==> config.mk <==
export PLATFORM = sky130hd
export DESIGN_NAME = demux_sel_sequencer
export DESIGN_NICKNAME = d
export VERILOG_FILES = /design/src/rtl/demux_pkg.sv /design/src/rtl/dwell_counter.sv /design/src/rtl/demux_sel_sequencer.sv
export SDC_FILE = /design/constraint.sdc
export NUM_CORES = 1
export LEC_CHECK = 0
export ABC_CLOCK_PERIOD_IN_PS = 1800
export CAP_MARGIN = 20
export CORE_MARGIN = 4
export CORE_UTILIZATION = 40
export CTS_BUF_LIST = sky130_fd_sc_hd__clkbuf_2 sky130_fd_sc_hd__clkbuf_4 sky130_fd_sc_hd__clkbuf_8
export DETAILED_ROUTE_END_ITERATION = 12
export GPL_TIMING_DRIVEN = 0
export PLACE_DENSITY = 0.8
export SETUP_SLACK_MARGIN = 0.15
export SYNTH_ARGS = -nofsm -noshare
export SYNTH_HDL_FRONTEND = slang
export SYNTH_HIERARCHICAL = 1
export SYNTH_SLANG_ARGS = --single-unit
export TNS_END_PERCENT = 50
==> constraint.sdc <==
create_clock -name clk -period 1.8 [get_ports clk]
set_clock_uncertainty 0.15 [all_clocks]
set_input_delay 0.45 -clock clk [delete_from_list [all_inputs] [get_ports clk]]
set_output_delay 0.45 -clock clk [all_outputs]
set_load 0.01 [all_outputs]
### Supply network, run 1

The bar under the picture is 20 um long. Pins as bars on the die edge.
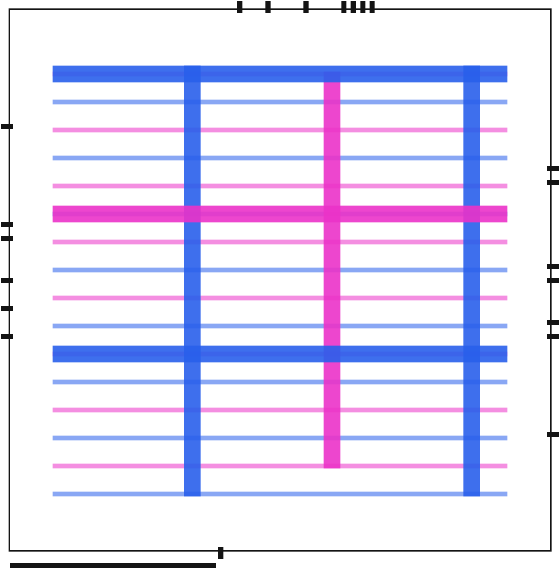
Magenta is VDD. Blue is VSS.
The core has 15 rows. 16 met1 rails follow the rows. 3 straps on met5. 3 straps on met4.
floorplan die height: 52.5 um
x dimension of the die: 52.5 um

### Placement by cell class, run 1

The bar under the picture is 20 um long.
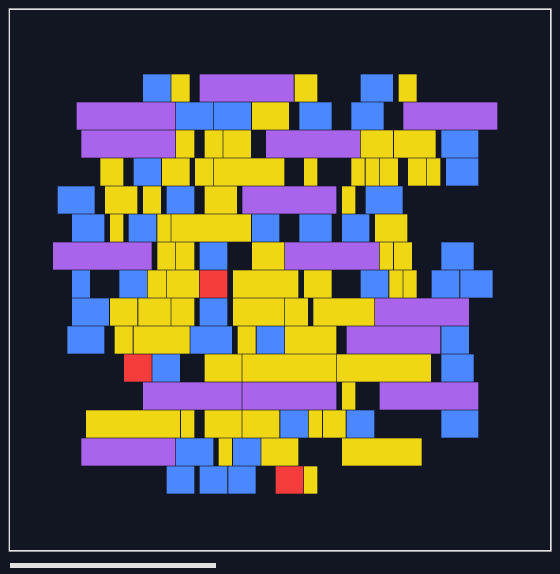
Yellow is combinational and other logic, cells 62, share of their area 42%. Blue is other buffers and delay cells, cells 40, share of their area 27%. Purple is flops, cells 14, share of their area 29%. Red is clock drivers, cells 3, share of their area 1.8%.
share of the core filled with cells: 70.3%
# rows: 15
Core Area: 1800 um2
Seq/total area: 28.0%

### Clock network drawn from the DEF, run 1

The bar under the picture is 20 um long.
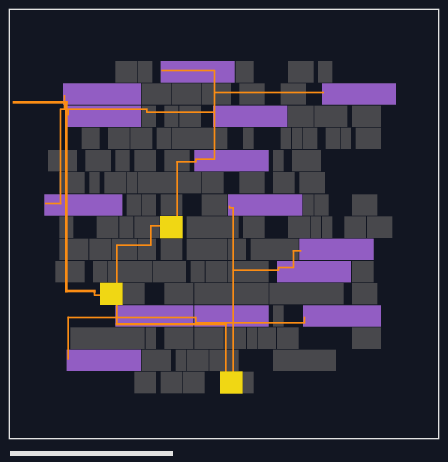
Purple is flip-flops, count 14. Orange is clock wires, length 222 um. Yellow is clock drivers, count 3.
There are 4 routed clock nets.
clk latency late pin: 0.28 ns
Clk network pwr share: 12.1%
clock group total power: 183 uW

==> commit_impl_results.txt, run 1 <==
Store results of the implementation flow

- The run finished, with violations left.
* Violations in the final reports: negative setup slack
- Among the non-sequential cells, simple AND/OR/NAND/NOR gates take the most area.
* Share of post-route cells with drive strength above 1: between 40% and 50%
- Delay-heaviest family, CP: simple AND/OR/NAND/NOR gates
- Worst ir drop on vdd: 0.000725 V
- Sequential cell area: ~360 um2
- At the end of routability-driven placement, the weighted congestion stood at roughly 0.86.
* Leading register cell type out of synthesis: dfrtp_1
* Max H-tree Level: 1
- The synthesis report gives the async set-or-reset register share as 100%.
- Least-Margin Pin Slew: ~0.65 ns
* ANT cells: 0
- The register with the most flip-flops in the layout has 4 of them.
* Wirelength per Cell: 15.4 um
- The mapped netlist covers 791 um2.
* Crit-path slowest cell: or4b_4
* Post-detailed-routing wire length: 2210 um
- Period utilization: 104%
- Iteration count of the initial detailed-routing pass: 4
- The synthesized design devotes to its leading area cell type about 44% of total area.
- Sequential element share of the synthesized area: 44.3%
* Count of multi-input gates: 54
- Setup repair after global routing missed its margin: yes
- Post-synth mux share: 4.43%
* Root buffer cell: clkbuf_4
- Number of nets at floorplan: roughly 92
- Top-level port count: 21
* Static power due to leakage: 0.574 nW
- Number of sequential cells: 14
- Compound-gate portion of the synthesized area: 15.8%
- Clock slew at the register clock pins of the worst setup and hold paths: 0.09 ns
* Cell types with the largest area share after synthesis: dfrtp_1 (44%), ha_1 (4.7%), inv_1 (3.3%)
* Total number of clock tree sinks: 14
- The number of antenna violations at the first check in global routing came to 0.
- Total global-route track usage over all layers is between 10% and 20%.
- In this run the tools logged warnings totalling 29.
- In the final design, more cell area goes to logic gates than to any other class.
* # hold bufs at CTS: 0
- Overflow left after global routing: 0
- The most frequently used library cell after synthesis is dfrtp_1.
* Tap cell instance count: 25
* Endpoint kind of the worst setup timing path: flop
- The number of buffers and inverters on the critical path is 2.
- According to the timing report, the data required time at the worst endpoint equals 1.84 ns.
* Final critical delay including setup and external delays: 1.87 ns
* Maximum fanout along the worst path: 3
* Total Negative Setup Slacks: -0.137 ns
- Number of vias per cell after detailed routing: roughly 5.2
- The STA report counts the stages on the worst setup path as 8.
* Final Hold Vio Count: 0
- The via count of the first global-routing pass is 789.
* Dominant cell type by count on the critical path: ha_4
* Critical path launch point type: flop
* Fraction of area in multi-input gates: 38.7%
- Area fraction in xor and xnor cells: 0%
- For reference, the critical path cell chain is inv_2 > ha_4 > ha_4 > nand3_4 > and2_4 > inv_4 > or4b_4 > o31ai_4.
- Delay of the slowest cell on the worst path: approximately 0.49 ns
- The tool flagged a number of max-cap violations equal to 0.
- Per the run report, area growth between synthesis and finish was 60.3%.
- The gate-level netlist out of Yosys references 35 unique cell types.
- Chip area: 2750 um2
- Global-route wire length before repair: about 3400 um
- Total of endpoints with negative setup slack in the final report: 3
- Worst-case setup margin in the final layout: -0.0657 ns
- Power density normalized to cell area: 1190 nW/um2
- TritonCTS built the clock tree.
- Mean post-synth cell area: 10.3 um2
- Non-clock buffers in the final layout number approximately 40.
- Synthesized-area fraction occupied by adder cells: 4.75%
* Arrival time at the worst endpoint: 1.91 ns
* Clock-cell share of area: 1.78%
- Yosys stat cell total: around 77
run 1: routing by layer:
metal	wire, um	part of all wire (%)	global-route usage, %	up-vias
li1	-	-	-	362
met1	914	41	18.8	363
met2	1170	53	30.4	24
met3	94	4.2	3.70	4
met4	39	1.8	10.6	0
met5	0	0	0	-
run 1: report_power, final:
group,internal [mW],switching [mW]
combinational,0.461,0.349
sequential,0.418,0.103
clock,0.0777,0.105
total,0.956,0.557
run 1: stage by stage:
step	setup WS, ns	instance area [um2]	power, mW	std cells
after global routing	-0.144	1270	1.63	144
after CTS	-0.105	1200	1.41	139
after floorplan	0.0210	843	0.904	77
after global placement	-0.504	1070	1.11	122
final	-0.0657	1270	1.51	144
after detailed placement	-0.580	1070	1.15	122
### Signal wires by layer, run 1

Only two layers are drawn.
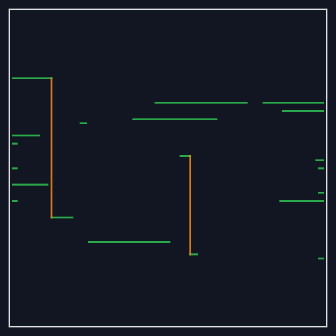

--- run 2 (diff from run 1) ---
CORE_UTILIZATION = 44   (was 40)
PLACE_DENSITY = 0.85   (was 0.8)
SKIP_LAST_GASP = 1   (was unset)
### Signal wires by layer, run 2

Only two layers are drawn.
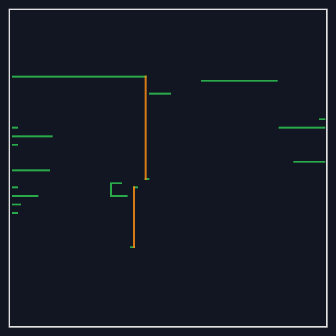
Orange is metal 4, wire length 25.8 um. Green is metal 3, wire length 75.6 um.
post-detailed-routing wire length: 2050 um
aggregate global-route resource usage: 17.4%
Wirelength per Cell: 14.5 um
total vias in the final route: 735

### Placement by cell class, run 2

The bar under the picture is 20 um long.
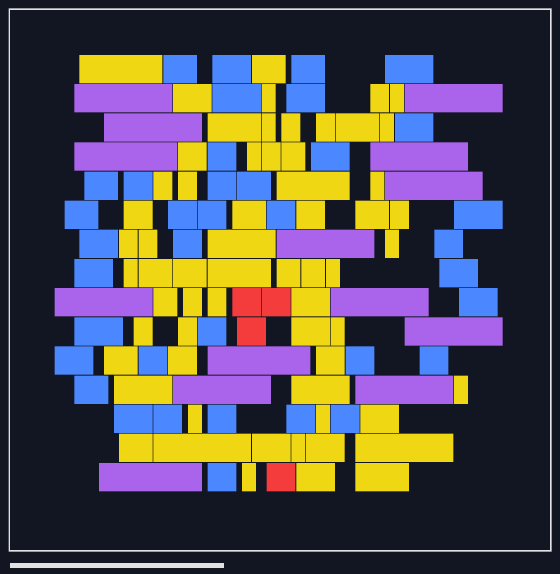
summed area of non-filler cells in the final layout: 1250 um2
Seq/total area: 28.2%
Core Area: 1710 um2
share of the core filled with cells: 73.4%

==> commit_impl_results.txt, run 2 <==
Store results of the implementation flow

- Run status: complete, but fails checks
- The final reports fail on negative setup slack.
- The total overflow left after global routing is 0.
- CTS Buf Count: 3
- In the per-layer summary, the met1 wirelength comes to ~930 um.
- Top-level port count: 21
- Iteration count of the initial detailed-routing pass: 4
- For the final routed database, the setup TNS stands at -0.0635 ns.
- Final Hold Vio Count: 0
- Across the run, the number of max-cap violations was 0.
- # rows: 15
- Area fraction in xor and xnor cells: 0%
- In this run the number of cells on the critical path is 7.
- Power density normalized to cell area: approximately 1200 nW/um2
* Area Overhead vs Synth: 58.5%
- Mean post-synth cell area: approximately 10 um2
* Number of logged tool warnings: 29
- The critical path goes through clkdlybuf4s50_1 > nor2b_4 > o21ai_4 > and2_4 > inv_6 > or4b_1 > o31ai_1.
- Worst-case setup margin in the final layout: -0.0635 ns
- Static power due to leakage: 0.604 nW
- Leading register cell type out of synthesis: dfrtp_1
- The slowest stage of the critical path belongs to the cell or4b_1.
* Placement Setup Slack: -0.535 ns
- # hold bufs at CTS: 0
* Delay-heaviest family, CP: simple AND/OR/NAND/NOR gates
- TritonCTS built the clock tree.
- Met2 WL post-DR: 1020 um
- STA classifies the critical path endpoint as a flop.
- Sequential element share of the synthesized area: 44.3%
* Setup repair after global routing missed its margin: yes
* Global-route wire length before repair: 3370 um
- The worst setup path is launched from an input pin.
- Among all cell types in the netlist, the one instantiated most often is dfrtp_1.
- Compound-gate portion of the synthesized area: between 10% and 20%
- Among all stages on the critical path, the maximum delay recorded is around 0.46 ns.
* X dimension of the die: 50.4 um
- Synthesized-area fraction occupied by adder cells: ~4.7%
* Worst ir drop on vdd: 0.000806 V
* Number of vias per cell after detailed routing: 5.18
- The tree is rooted in a clkbuf_4.
* Post-synth mux share: 4.43%
- Synthesized area: slightly below 800 um2
- The via count of the first global-routing pass is 721.
- After synthesis, the cell types taking the most area are dfrtp_1 (44%), ha_1 (4.7%), inv_1 (3.3%).
- The detailed router used layers up to and including met4.
- Period utilization: 104%
* Number of nets at floorplan: 92
* ANT cells: 0
- STA lists the maximum fanout along the critical path as 7.
* Count of unique library cells instantiated by Yosys: 35
* Total of endpoints with negative setup slack in the final report: 1
- The routed design could run at a clock period as short as ~1.9 ns.
* Biggest combinational cell group after synthesis: simple AND/OR/NAND/NOR gates
- Registers take about 350 um2.
- In this run the number of H-tree levels came out at 1.
- Of the cells placed in the final design, the portion with a size suffix greater than 1 is 37.6%.
- GR Layer Usage met1: 22.3%
- Fraction of registers with async set/reset: 100%
- Looking at the global route congestion table, the highest-usage layer is met2.
* Met2 usage in global routing: 28.7%
- The number of antenna violations at the first check in global routing came to 0.
- Required time of the critical path: 1.84 ns
* Met3 track demand over resource: 3.26%
* Arrival time at the worst endpoint: approximately 1.9 ns
- The register with the most flip-flops in the layout has 4 of them.
* Met3 routed WL: ~75 um
* Placer Congestion: 0.755
* Floorplan die height: between 50 and 60 um
- The worst pin sits at a relative slew slack of 58.0%.
* Sum of buffers and inverters on the critical path: 2
* Yosys stat cell total: 77
* Least-Margin Pin Slew: 0.629 ns
- As reported, the later end of the worst-skew pair has a clock insertion delay of 0.27 ns.
* Chip area: ~2500 um2
- Total number of clock tree sinks: 14
- The share of synthesized area in the top cell type comes to 44.3%.
- Clock slew at the register clock pins of the worst setup and hold paths: 0.10 ns
- The completed layout was analyzed and its total power is around 1.5 mW.
-- run 2: cell counts after synthesis --
Identical to the previous run, type by type.
-- run 2: cell type report --
cell class,instances,share of cell area (%)
Multi-Input combinational cell,54,37.7
Clock buffer,4,2.40
Buffer,1,0.599
Inverter,8,2.79
Timing Repair Buffer,36,25.7
Sequential cell,14,28.2
Tap cell,25,2.50
-- run 2: power breakdown --
group	leakage, nW	total (mW)	internal [mW]	switching [mW]
clock	0.0184	0.205	0.101	0.104
combinational	0.414	0.821	0.470	0.351
sequential	0.172	0.511	0.416	0.0950
-- run 2: through the flow --
step / area, um2 / hold WS [ns]
2_1_floorplan: 843 / 0.00441
3_3_place_gp: 1070 / 0.359
3_5_place_dp: 1070 / 0.376
4_1_cts: 1180 / 0.397
5_1_grt: 1250 / 0.423
6_report: 1250 / 0.386
Power is estimated from default activity; no workload was simulated.
